## src/rtl/mux4_arb_pkg.sv

```systemverilog
// mux4_arb_pkg: shared types for the 4-requester round-robin arbiter.
// Holds the FSM state enum, the requester count and the 2-bit index type.
package mux4_arb_pkg;

  localparam int NREQ = 4;

  typedef logic [1:0] idx_t;

  typedef enum logic {
    IDLE  = 1'b0,
    GRANT = 1'b1
  } state_t;

  // Next index in round-robin order; wraps 3 -> 0 through 2-bit overflow.
  function automatic idx_t idx_inc(input idx_t i);
    return i + 2'd1;
  endfunction

endpackage

```

## src/rtl/rr_pick4.sv

```systemverilog
// rr_pick4: combinational round-robin priority picker.
// Returns the first valid requester at or after rr_ptr_i, wrapping 3 -> 0.
module rr_pick4
  import mux4_arb_pkg::*;
(
  input  logic [3:0] req_valid_i,
  input  idx_t       rr_ptr_i,
  output idx_t       idx_o,
  output logic       any_o
);

  logic found;
  idx_t cand;

  // Scan the four candidates starting at the pointer; the first hit wins.
  always_comb begin
    idx_o = rr_ptr_i;
    any_o = |req_valid_i;
    found = 1'b0;
    cand  = rr_ptr_i;
    for (int k = 0; k < NREQ; k++) begin
      cand = rr_ptr_i + idx_t'(k);
      if (!found && req_valid_i[cand]) begin
        idx_o = cand;
        found = 1'b1;
      end
    end
  end

endmodule

```

## src/rtl/mux4_rr_arbiter.sv

```systemverilog
// mux4_rr_arbiter: 4:1 packet multiplexer with round-robin arbitration.
// A grant is held for a whole packet (until a handshake with out_last);
// one idle cycle separates packets. The datapath is a pure combinational
// mux steered by the registered select.
// Optional watchdog: define MUX4_ARB_WATCHDOG_EN to abort a grant that sees
// no handshake for TIMEOUT cycles (timeout_err pulses once on abort).
module mux4_rr_arbiter
  import mux4_arb_pkg::*;
#(
  parameter int DW      = 8,
  parameter int TIMEOUT = 16
) (
  input  logic            clk,
  input  logic            rst_n,
  input  logic [3:0]      req_valid,
  input  logic [4*DW-1:0] req_data,
  input  logic [3:0]      req_last,
  output logic [3:0]      req_ready,
  output logic            out_valid,
  output logic [DW-1:0]   out_data,
  output logic            out_last,
  input  logic            out_ready,
  output logic [1:0]      sel,
  output logic            busy,
  output logic            timeout_err
);

  if (TIMEOUT < 2 || TIMEOUT > 255) begin : g_timeout_range
    $error("mux4_rr_arbiter: TIMEOUT must be in 2..255");
  end

  state_t state_q, state_d;
  idx_t   rr_ptr_q, rr_ptr_d;
  idx_t   sel_q, sel_d;

  idx_t   pick_idx;
  logic   pick_any;
  logic   granted;
  logic   hs;
  logic   wd_fire;

  rr_pick4 u_pick (
    .req_valid_i (req_valid),
    .rr_ptr_i    (rr_ptr_q),
    .idx_o       (pick_idx),
    .any_o       (pick_any)
  );

  assign granted   = (state_q == GRANT);
  assign out_valid = granted && req_valid[sel_q];
  assign out_last  = granted && req_last[sel_q];
  assign hs        = out_valid && out_ready;
  assign sel       = sel_q;
  assign busy      = granted;

  // Only the granted requester sees out_ready; everyone else is held off.
  always_comb begin
    req_ready = '0;
    if (granted) begin
      req_ready[sel_q] = out_ready;
    end
  end

  // Shared payload mux, steered only by the registered select.
  always_comb begin
    case (sel_q)
      2'd0:    out_data = req_data[0*DW +: DW];
      2'd1:    out_data = req_data[1*DW +: DW];
      2'd2:    out_data = req_data[2*DW +: DW];
      default: out_data = req_data[3*DW +: DW];
    endcase
  end

`ifdef MUX4_ARB_WATCHDOG_EN
  localparam logic [7:0] WD_LAST = 8'(TIMEOUT - 1);

  logic [7:0] wd_cnt_q, wd_cnt_d;
  logic       tmo_q, tmo_d;

  // Count stalled grant cycles; fire when this cycle would reach TIMEOUT.
  always_comb begin
    wd_cnt_d = '0;
    tmo_d    = 1'b0;
    wd_fire  = 1'b0;
    if (granted && !hs) begin
      if (wd_cnt_q == WD_LAST) begin
        wd_fire = 1'b1;
        tmo_d   = 1'b1;
      end else begin
        wd_cnt_d = wd_cnt_q + 8'd1;
      end
    end
  end

  // Watchdog counter and one-cycle abort pulse.
  always_ff @(posedge clk) begin
    if (!rst_n) begin
      wd_cnt_q <= '0;
      tmo_q    <= 1'b0;
    end else begin
      wd_cnt_q <= wd_cnt_d;
      tmo_q    <= tmo_d;
    end
  end

  assign timeout_err = tmo_q;
`else
  assign wd_fire     = 1'b0;
  assign timeout_err = 1'b0;
`endif

  // Next-state: arbitrate in IDLE, release the grant on the last beat or abort.
  always_comb begin
    state_d  = state_q;
    sel_d    = sel_q;
    rr_ptr_d = rr_ptr_q;
    case (state_q)
      IDLE: begin
        if (pick_any) begin
          state_d = GRANT;
          sel_d   = pick_idx;
        end
      end
      GRANT: begin
        if ((hs && out_last) || wd_fire) begin
          state_d  = IDLE;
          rr_ptr_d = idx_inc(sel_q);
        end
      end
      default: state_d = IDLE;
    endcase
  end

  // Control registers; reset restores requester 0 as highest priority.
  always_ff @(posedge clk) begin
    if (!rst_n) begin
      state_q  <= IDLE;
      rr_ptr_q <= '0;
      sel_q    <= '0;
    end else begin
      state_q  <= state_d;
      rr_ptr_q <= rr_ptr_d;
      sel_q    <= sel_d;
    end
  end

endmodule

```

## config.mk

```make
export PLATFORM = sky130hd
export DESIGN_NAME = mux4_rr_arbiter
export DESIGN_NICKNAME = d
export VERILOG_FILES = /design/src/rtl/mux4_arb_pkg.sv /design/src/rtl/rr_pick4.sv /design/src/rtl/mux4_rr_arbiter.sv
export SDC_FILE = /design/constraint.sdc
export NUM_CORES = 1
export LEC_CHECK = 0
export CORE_MARGIN = 5
export CORE_UTILIZATION = 27
export CTS_CLUSTER_DIAMETER = 30
export DETAILED_ROUTE_END_ITERATION = 10
export GPL_TIMING_DRIVEN = 0
export PLACE_DENSITY = 0.82
export SLEW_MARGIN = 25
export SYNTH_ARGS = -nofsm -noshare
export SYNTH_HDL_FRONTEND = slang
export SYNTH_SLANG_ARGS = --single-unit
```

## constraint.sdc

```tcl
create_clock -name clk -period 1.4 [get_ports clk]
set_input_delay 0.14 -clock clk [delete_from_list [all_inputs] [get_ports clk]]
set_output_delay 0.14 -clock clk [all_outputs]
set_load 0.005 [all_outputs]
```

==> results_slide.txt <==
Run Summary

Status
  – Status: finished with violations
  – Failing checks: setup timing

STA
  – Number of endpoints with negative hold slack in the final report: 0
  – Worst-case setup margin in the final layout: -0.282 ns
  – Post-layout period usage: 120%
  – Setup violators final: 14

CTS
  – Post-cts hold buffer count: 0
  – Maximum buffer depth of the clock tree: 2

Power and ir drop
  – Leakage dissipation: 0.000607 uW
  – Power Sequential: 184 uW

Global route
  – GRT Util Overall: 16.1%
  – Largest net degree at the start of global routing: 11
  – Total gr overflow: 0

Layout
  – Area fraction of clock buffers and clock inverters: 1.82%
  – Multi-input gate share of the layout cell area: 39.9%
  – Highest-count cells in the layout ignoring fill and taps: clkdlybuf4s50_1 (42), inv_1 (10), mux2i_1 (9), a222oi_1 (8), nand2_1 (8)
  – Number of sequential storage elements: 5
  – Diode count: 0
  – Area added between synthesis and finish: 120%
  – Final design area excluding fillers: 1450 um2
  – Buffers, non-clock: 72

Logic synthesis
  – Ys cells: 86
  – Yosys top cell area share: 16.8%
  – Average footprint of a synthesized cell: 7.62 um2
  – AND-OR/OR-AND share of the synthesized area: 25.0%
  – Fraction of the yosys area taken by sequential cells: 15.3%
  – Post-synth top cells: inv_1 (12), mux2i_1 (11), a222oi_1 (8), nand2_1 (8)
  – FF+latch count, synth: 5
  – Fraction of registers with async set or reset after synthesis: 0%

Detailed routing
  – Average wire length per cell after detail routing: 16.9 um
  – Met2 wirelength from detailed routing: 1.45 mm
  – Final ANT Viol Nets: 0
  – Starting DRC count in detailed routing: 126

Hold path
  – Hold Path Class: flop to flop

Place
  – Placer Congestion: 0.859
==> layer usage <==
layer	vias up	track usage [%]
met5	-	0
met4	0	4.53
met2	66	28.4
met1	450	19.2
met3	2	3.70
li1	460	-
==> worst paths after layout <==
check | start | endpoint | slack (ns) | cells after the start
worst min register to register | rr_ptr_q[1] | rr_ptr_q[1] | 0.53 | 2
worst max-delay path | sel[1] | out_valid | -0.28 | 4
worst min-delay path | rr_ptr_q[1] | rr_ptr_q[1] | 0.53 | 2
worst max register to register | sel[1] | rr_ptr_q[0] | -0.17 | 5
==> cell families after synthesis <==
kind of cell / after synthesis
compound gates: 22
fa+ha+maj: 5
buf+inv: 18
flops: 5
mux: 12
other cells: 1
simple gates: 23
==> flip-flops by register name (all words and copies together), names as in the netlist <==
name and count:
busy 1, rr_ptr_q 2, sel 2
Figure 1. Metal 1.
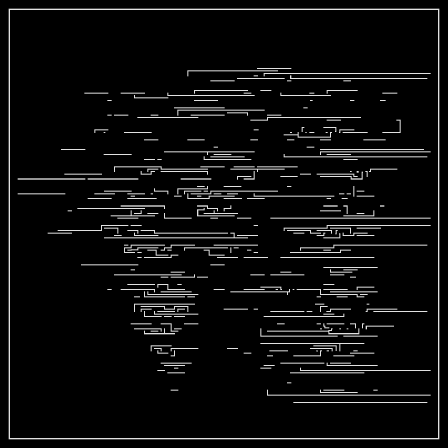
The layer carries 1200 um of wire. The layer holds 39% of the routed length.

Figure 2. The metal 2 layer.
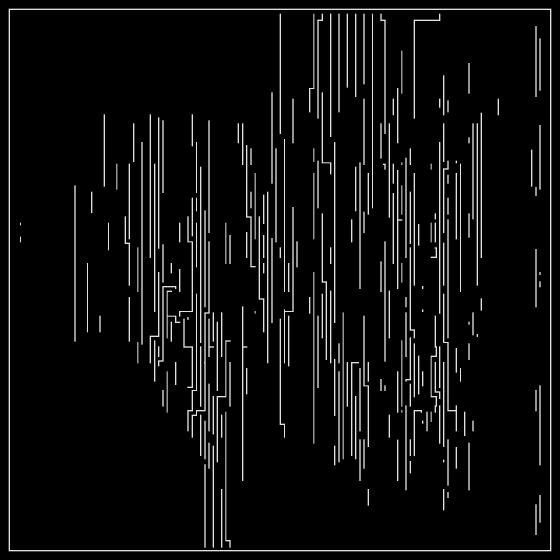
The layer holds 47% of the routed length. The layer carries 1450 um of wire.
vias after detailed routing: 978
met2 capacity usage during global routing: 28.4%
WL final: 3.11 mm

Figure 3. The metal 3 layer.
The bar under the picture is 20 um long.
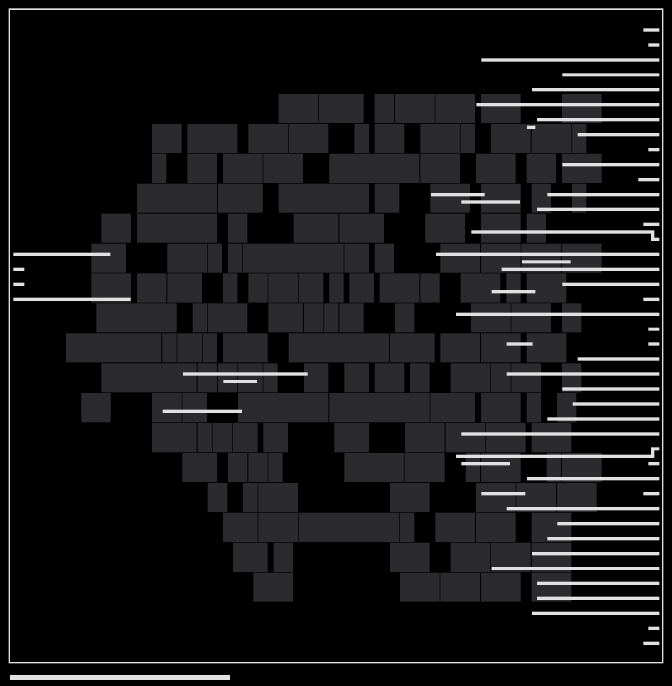
The layer carries 444 um of wire. The wires run mostly horizontal.
met3 usage in global routing: 3.70%

Figure 4. Cells coloured by class.
The bar under the picture is 20 um long.
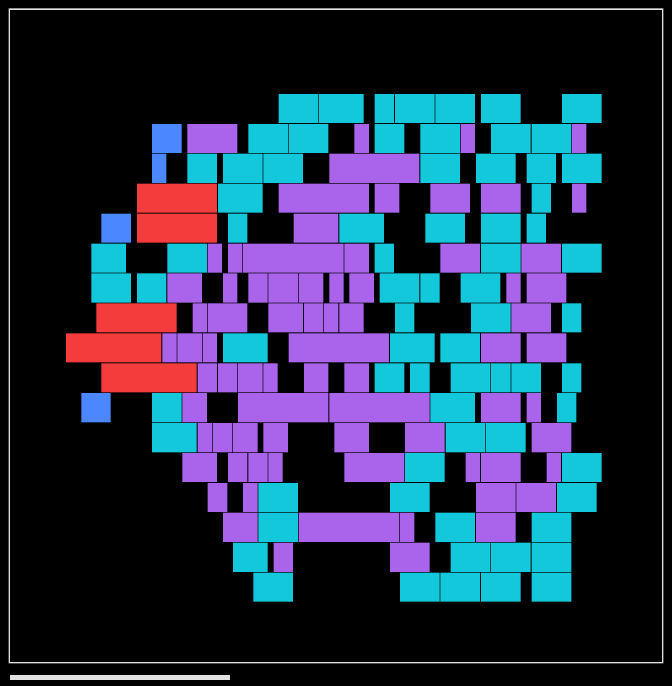
Key: purple = remaining logic cells [cells 75]; cyan = remaining buffers and delay cells [cells 72]; red = registers [cells 5]; blue = clock drivers and dummy loads [cells 4]
Core Region: 2250 um2
final standard cell utilization of the core: 64.1%

Power is estimated from default activity; no workload was simulated.
